$ cat src/rtl/reg_read_pkg.sv
// Shared types, default sizes and operand-select helper for the register-read stage.
// Latency: none (declarations and a combinational function only).
// Backpressure: not applicable.
package reg_read_pkg;

  // Default architectural register count and operand width
  localparam int DEF_NUM_REGS = 16;
  localparam int DEF_DATA_W   = 64;
  localparam int DEF_REG_W    = $clog2(DEF_NUM_REGS);

  typedef logic [DEF_REG_W-1:0] reg_idx_t;

  // Returns the operand for register idx. A writeback in flight to the same
  // register wins over the (not yet updated) register file contents.
  function automatic logic [DEF_DATA_W-1:0] operand_select(
    input logic [DEF_NUM_REGS*DEF_DATA_W-1:0] regfile,
    input reg_idx_t                           idx,
    input logic                               wb_valid,
    input reg_idx_t                           wb_idx,
    input logic [DEF_DATA_W-1:0]              wb_data
  );
    if (wb_valid && (wb_idx == idx)) begin
      return wb_data;
    end
    return regfile[int'(idx)*DEF_DATA_W +: DEF_DATA_W];
  endfunction

endpackage

$ cat src/rtl/reg_scoreboard.sv
// Busy-bit scoreboard: one bit per architectural register with an in-flight producer.
// Latency: set/clear visible on busy one cycle after the requesting edge.
// Backpressure: none; set wins over a same-cycle clear, flush wins over both.
module reg_scoreboard
  import reg_read_pkg::*;
#(
  parameter  int NUM_REGS = DEF_NUM_REGS,
  localparam int REG_W    = $clog2(NUM_REGS)
) (
  input  logic                clk,
  input  logic                reset,
  input  logic [1:0]          set_vld,
  input  logic [2*REG_W-1:0]  set_idx,
  input  logic                clr_vld,
  input  logic [REG_W-1:0]    clr_idx,
  input  logic                flush,
  output logic [NUM_REGS-1:0] busy
);

  logic [NUM_REGS-1:0] r_busy;
  logic [NUM_REGS-1:0] w_set_mask;
  logic [NUM_REGS-1:0] w_clr_mask;

  // Decode set and clear requests into one-hot masks; both destinations
  // naming the same register simply OR into a single bit.
  always_comb begin
    w_set_mask = '0;
    w_clr_mask = '0;
    for (int k = 0; k < 2; k++) begin
      if (set_vld[k]) begin
        w_set_mask[set_idx[k*REG_W +: REG_W]] = 1'b1;
      end
    end
    if (clr_vld) begin
      w_clr_mask[clr_idx] = 1'b1;
    end
  end

  // Clear is applied before set so a younger producer keeps its bit when an
  // older writeback to the same register lands in the same cycle.
  always_ff @(posedge clk) begin
    if (reset) begin
      r_busy <= '0;
    end else if (flush) begin
      r_busy <= '0;
    end else begin
      r_busy <= (r_busy & ~w_clr_mask) | w_set_mask;
    end
  end

  assign busy = r_busy;

endmodule

$ cat src/rtl/reg_read_stage.sv
// Register-read stage: reads source operands, stalls on RAW hazards, registers the decoded bundle.
// Latency: 1 cycle from fire to out_valid.
// Backpressure: valid/ready both sides; output held while out_valid && !out_ready. Macro REG_READ_BYPASS_EN enables writeback bypass.
module reg_read_stage
  import reg_read_pkg::*;
#(
  parameter  int NUM_REGS  = DEF_NUM_REGS,
  parameter  int DATA_W    = DEF_DATA_W,
  parameter  int NUM_SRC   = 2,
  parameter  int PAYLOAD_W = 256,
  localparam int REG_W     = $clog2(NUM_REGS)
) (
  input  logic                       clk,
  input  logic                       reset,
  input  logic                       in_valid,
  output logic                       in_ready,
  input  logic [NUM_SRC*REG_W-1:0]   src_idx,
  input  logic [NUM_SRC-1:0]         src_vld,
  input  logic [2*REG_W-1:0]         dst_idx,
  input  logic [1:0]                 dst_vld,
  input  logic [PAYLOAD_W-1:0]       payload_in,
  input  logic [NUM_REGS*DATA_W-1:0] regfile,
  input  logic                       wb_valid,
  input  logic [REG_W-1:0]           wb_idx,
  input  logic [DATA_W-1:0]          wb_data,
  input  logic                       flush,
  output logic                       out_valid,
  input  logic                       out_ready,
  output logic [NUM_SRC*DATA_W-1:0]  opnd_out,
  output logic [NUM_SRC-1:0]         opnd_vld,
  output logic [2*REG_W-1:0]         dst_idx_out,
  output logic [1:0]                 dst_vld_out,
  output logic [PAYLOAD_W-1:0]       payload_out
);

  logic [NUM_REGS-1:0]       w_busy;
  logic [NUM_SRC-1:0]        w_src_haz;
  logic [NUM_SRC*DATA_W-1:0] w_opnd;
  logic                      w_byp_vld;
  logic                      w_hazard;
  logic                      w_fire;

  logic                      r_out_valid;
  logic [NUM_SRC*DATA_W-1:0] r_opnd;
  logic [NUM_SRC-1:0]        r_opnd_vld;
  logic [2*REG_W-1:0]        r_dst_idx;
  logic [1:0]                r_dst_vld;
  logic [PAYLOAD_W-1:0]      r_payload;

`ifdef REG_READ_BYPASS_EN
  // A writeback landing this cycle is forwarded straight into the operand.
  assign w_byp_vld = wb_valid;
`else
  // Without forwarding, a dependent source waits for its busy bit to drop
  // and then reads the already-updated register file.
  assign w_byp_vld = 1'b0;
`endif

  // Per-source operand select and hazard detection
  for (genvar i = 0; i < NUM_SRC; i++) begin : g_src
    logic [REG_W-1:0]  w_idx;
    logic              w_byp_hit;
    logic [DATA_W-1:0] w_val;

    assign w_idx     = src_idx[i*REG_W +: REG_W];
    assign w_byp_hit = w_byp_vld && (wb_idx == w_idx);

    // Hazard uses the pre-fire scoreboard, so a source equal to the same
    // instruction's destination never stalls itself.
    assign w_src_haz[i] = src_vld[i] && w_busy[w_idx] && !w_byp_hit;

    if ((NUM_REGS == DEF_NUM_REGS) && (DATA_W == DEF_DATA_W)) begin : g_pkg_sel
      assign w_val = operand_select(regfile, w_idx, w_byp_vld, wb_idx, wb_data);
    end else begin : g_gen_sel
      assign w_val = w_byp_hit ? wb_data : regfile[int'(w_idx)*DATA_W +: DATA_W];
    end

    assign w_opnd[i*DATA_W +: DATA_W] = src_vld[i] ? w_val : '0;
  end

  assign w_hazard = |w_src_haz;
  assign in_ready = !w_hazard && (!r_out_valid || out_ready) && !flush;
  assign w_fire   = in_valid && in_ready;

  reg_scoreboard #(
    .NUM_REGS (NUM_REGS)
  ) u_sb (
    .clk     (clk),
    .reset   (reset),
    .set_vld (dst_vld & {2{w_fire}}),
    .set_idx (dst_idx),
    .clr_vld (wb_valid),
    .clr_idx (wb_idx),
    .flush   (flush),
    .busy    (w_busy)
  );

  // Output pipeline register: load on fire, hold under backpressure,
  // drop valid on accept or flush.
  always_ff @(posedge clk) begin
    if (reset) begin
      r_out_valid <= 1'b0;
      r_opnd      <= '0;
      r_opnd_vld  <= '0;
      r_dst_idx   <= '0;
      r_dst_vld   <= '0;
      r_payload   <= '0;
    end else if (flush) begin
      r_out_valid <= 1'b0;
    end else if (w_fire) begin
      r_out_valid <= 1'b1;
      r_opnd      <= w_opnd;
      r_opnd_vld  <= src_vld;
      r_dst_idx   <= dst_idx;
      r_dst_vld   <= dst_vld;
      r_payload   <= payload_in;
    end else if (out_ready) begin
      r_out_valid <= 1'b0;
    end
  end

  assign out_valid   = r_out_valid;
  assign opnd_out    = r_opnd;
  assign opnd_vld    = r_opnd_vld;
  assign dst_idx_out = r_dst_idx;
  assign dst_vld_out = r_dst_vld;
  assign payload_out = r_payload;

endmodule

$ cat config.mk
export PLATFORM = sky130hd
export DESIGN_NAME = reg_read_stage
export DESIGN_NICKNAME = d
export VERILOG_FILES = /design/src/rtl/reg_read_pkg.sv /design/src/rtl/reg_scoreboard.sv /design/src/rtl/reg_read_stage.sv
export SDC_FILE = /design/constraint.sdc
export NUM_CORES = 2
export LEC_CHECK = 0
export CORE_AREA = 5 5 682 684
export DETAILED_ROUTE_END_ITERATION = 6
export DIE_AREA = 0 0 687 689
export PLACE_DENSITY = 0.3
export SYNTH_ARGS = -nofsm -noshare
export SYNTH_HDL_FRONTEND = slang
export SYNTH_SLANG_ARGS = --single-unit
$ cat constraint.sdc
create_clock -name clk -period 3.66 [get_ports clk]
set_input_delay 0.732 -clock clk [delete_from_list [all_inputs] [get_ports clk]]
set_output_delay 0.732 -clock clk [all_outputs]
set_load 0.05 [all_outputs]
==> impl_metrics.yaml <==
# physical design summary
detailed_routing:
  dr_wl_met2_mm: 201
  met3_length_mm: 38.5
  drt_iter0_drc: 2909
  drc: 0
  wirelength_mm: 402
  avgViaCountPerCell: 3.51
grt:
  grt_max_degree: 102
  grt_pass1_wl_mm: 493
  grt_pass1_vias: 39300
  busiest_layer: "met2"
  antenna_found_initial: 355
worst_setup_path:
  cp-start-kind: "register"
  r2r_start: "u_sb.busy[1]$_SDFF_PP0_"
  critPathLaunch: "u_sb.busy[1]$_SDFF_PP0_"
  cp-end-kind: "output pin"
  path_buffers: 1
  cp_slowest_cell: "mux4_2"
  arrival_ns: 2.72
  crit_family: "simple AND/OR/NAND/NOR gates"
  critPathMaxFanout: 6
final_timing:
  setup_ws_ns: 0.205
  setup_viol: 0
  slew_headroom: 0.272
  tns_ns: 0
  finalHoldViolations: 0
synth:
  synth-async-reset-ratio: 0
  syn-cell-area_mm2: 0.0323
  top_area_cell: "mux4_2"
  enable_flop_cells: 0
  yosys_cells: 3136
pwr:
  p_sw_w: 0.00692
  pwr-share-seq: 0.249
  leakage_nw: 18.6
  power_frac_comb: 0.353
  intPower_w: 0.0125
status:
  status: "completed"
placement:
  place_area_mm2: 0.0580
  dp.cells: 10800
  dp_hpwl_mm: 345
  gp_congestion: 0.954
  dpl_worst_slack_ns: -0.167
worst_hold_path:
  hp-start: "reset"
  worstHoldPathCells: 2
clock_network:
  cts_hold_buf: 0
  cts-resized-gates: 0
  clock_sinks: 413
  cts_buffers: 76
  cts_tree: "done"
  post_cts_buffers: 0
final_layout:
  final-clk-cell-share: 0.0416
  seq_share: 0.136
  area_dominant_class: "combinational gates"
  lay_top_count: "clkdlybuf4s50_1"
  layoutNonFillerInstCount: 11000
  n_all_inverters: 6
  clkbuf_count: 104
  antenna_cells: 112
  flops: 413
flow_run:
  tool_warnings: 96
  cap_violations: 0
floorplanning:
  tap_cells: 6149
power groups by stage:
stage	logic (W)	clock network, W	registers, W
finish	0.00685	0.00774	0.00483
global route	0.00720	0.00825	0.00485
CTS	0.00703	0.00821	0.00483
detailed placement	0.00700	0	0.00492
global placement	0.00699	0	0.00492
floorplan	0.00228	0	0.00556
registers in the layout, indices dropped and copies added, names as in the netlist:
signal       flops
payload_out    256
out_valid        1
u_sb.busy       16
dst_idx_out      8
opnd_out       128
opnd_vld         2
dst_vld_out      2
cell families (layout without fill, tap and decap cells):
logic type      count (synthesis)  after routing  share of synthesized area
flops                         413            413                      0.256
buf+inv                       415           2047                     0.0508
other cells                     0            112                          0
mux                           652            652                      0.402
simple gates                  696            696                      0.120
compound gates                960            960                      0.172
### I/O pins on the die edge

Pins as bars across the die edge, other pins in grey.
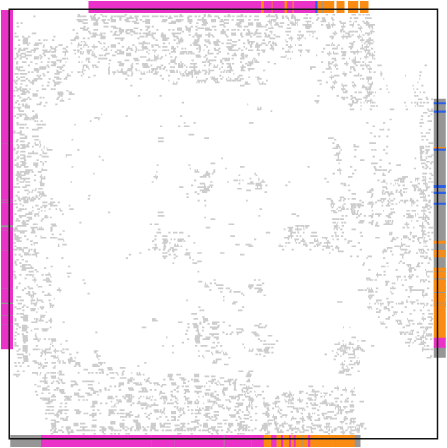
- `dst_idx`: blue (pins 8; direction input; edge 7 right, 1 top)
- `regfile`: magenta (pins 1,024; direction input; edge 363 bottom, 347 left, 304 top, 10 right)
- `payload_out`: orange (pins 256; direction output; edge 97 top, 89 bottom, 70 right)
- all pins by edge: 610 bottom, 457 top, 400 left, 305 right

### Signal wires by layer

Only two layers are drawn.
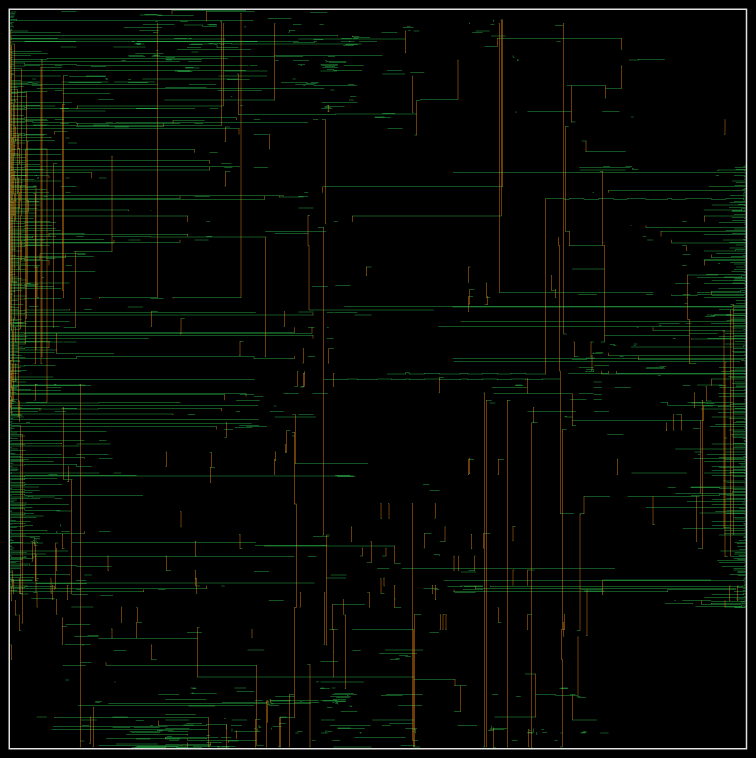
- M4: orange (wire length 14,900 um)
- M3: green (wire length 38.5 mm)

### Routing congestion

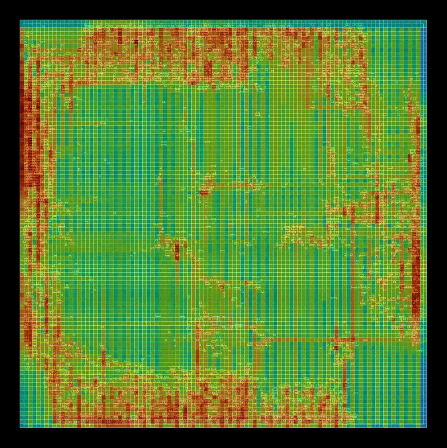
met2 Use GR: 0.287
GR Util met1: 0.176

Power is estimated from default activity; no workload was simulated.
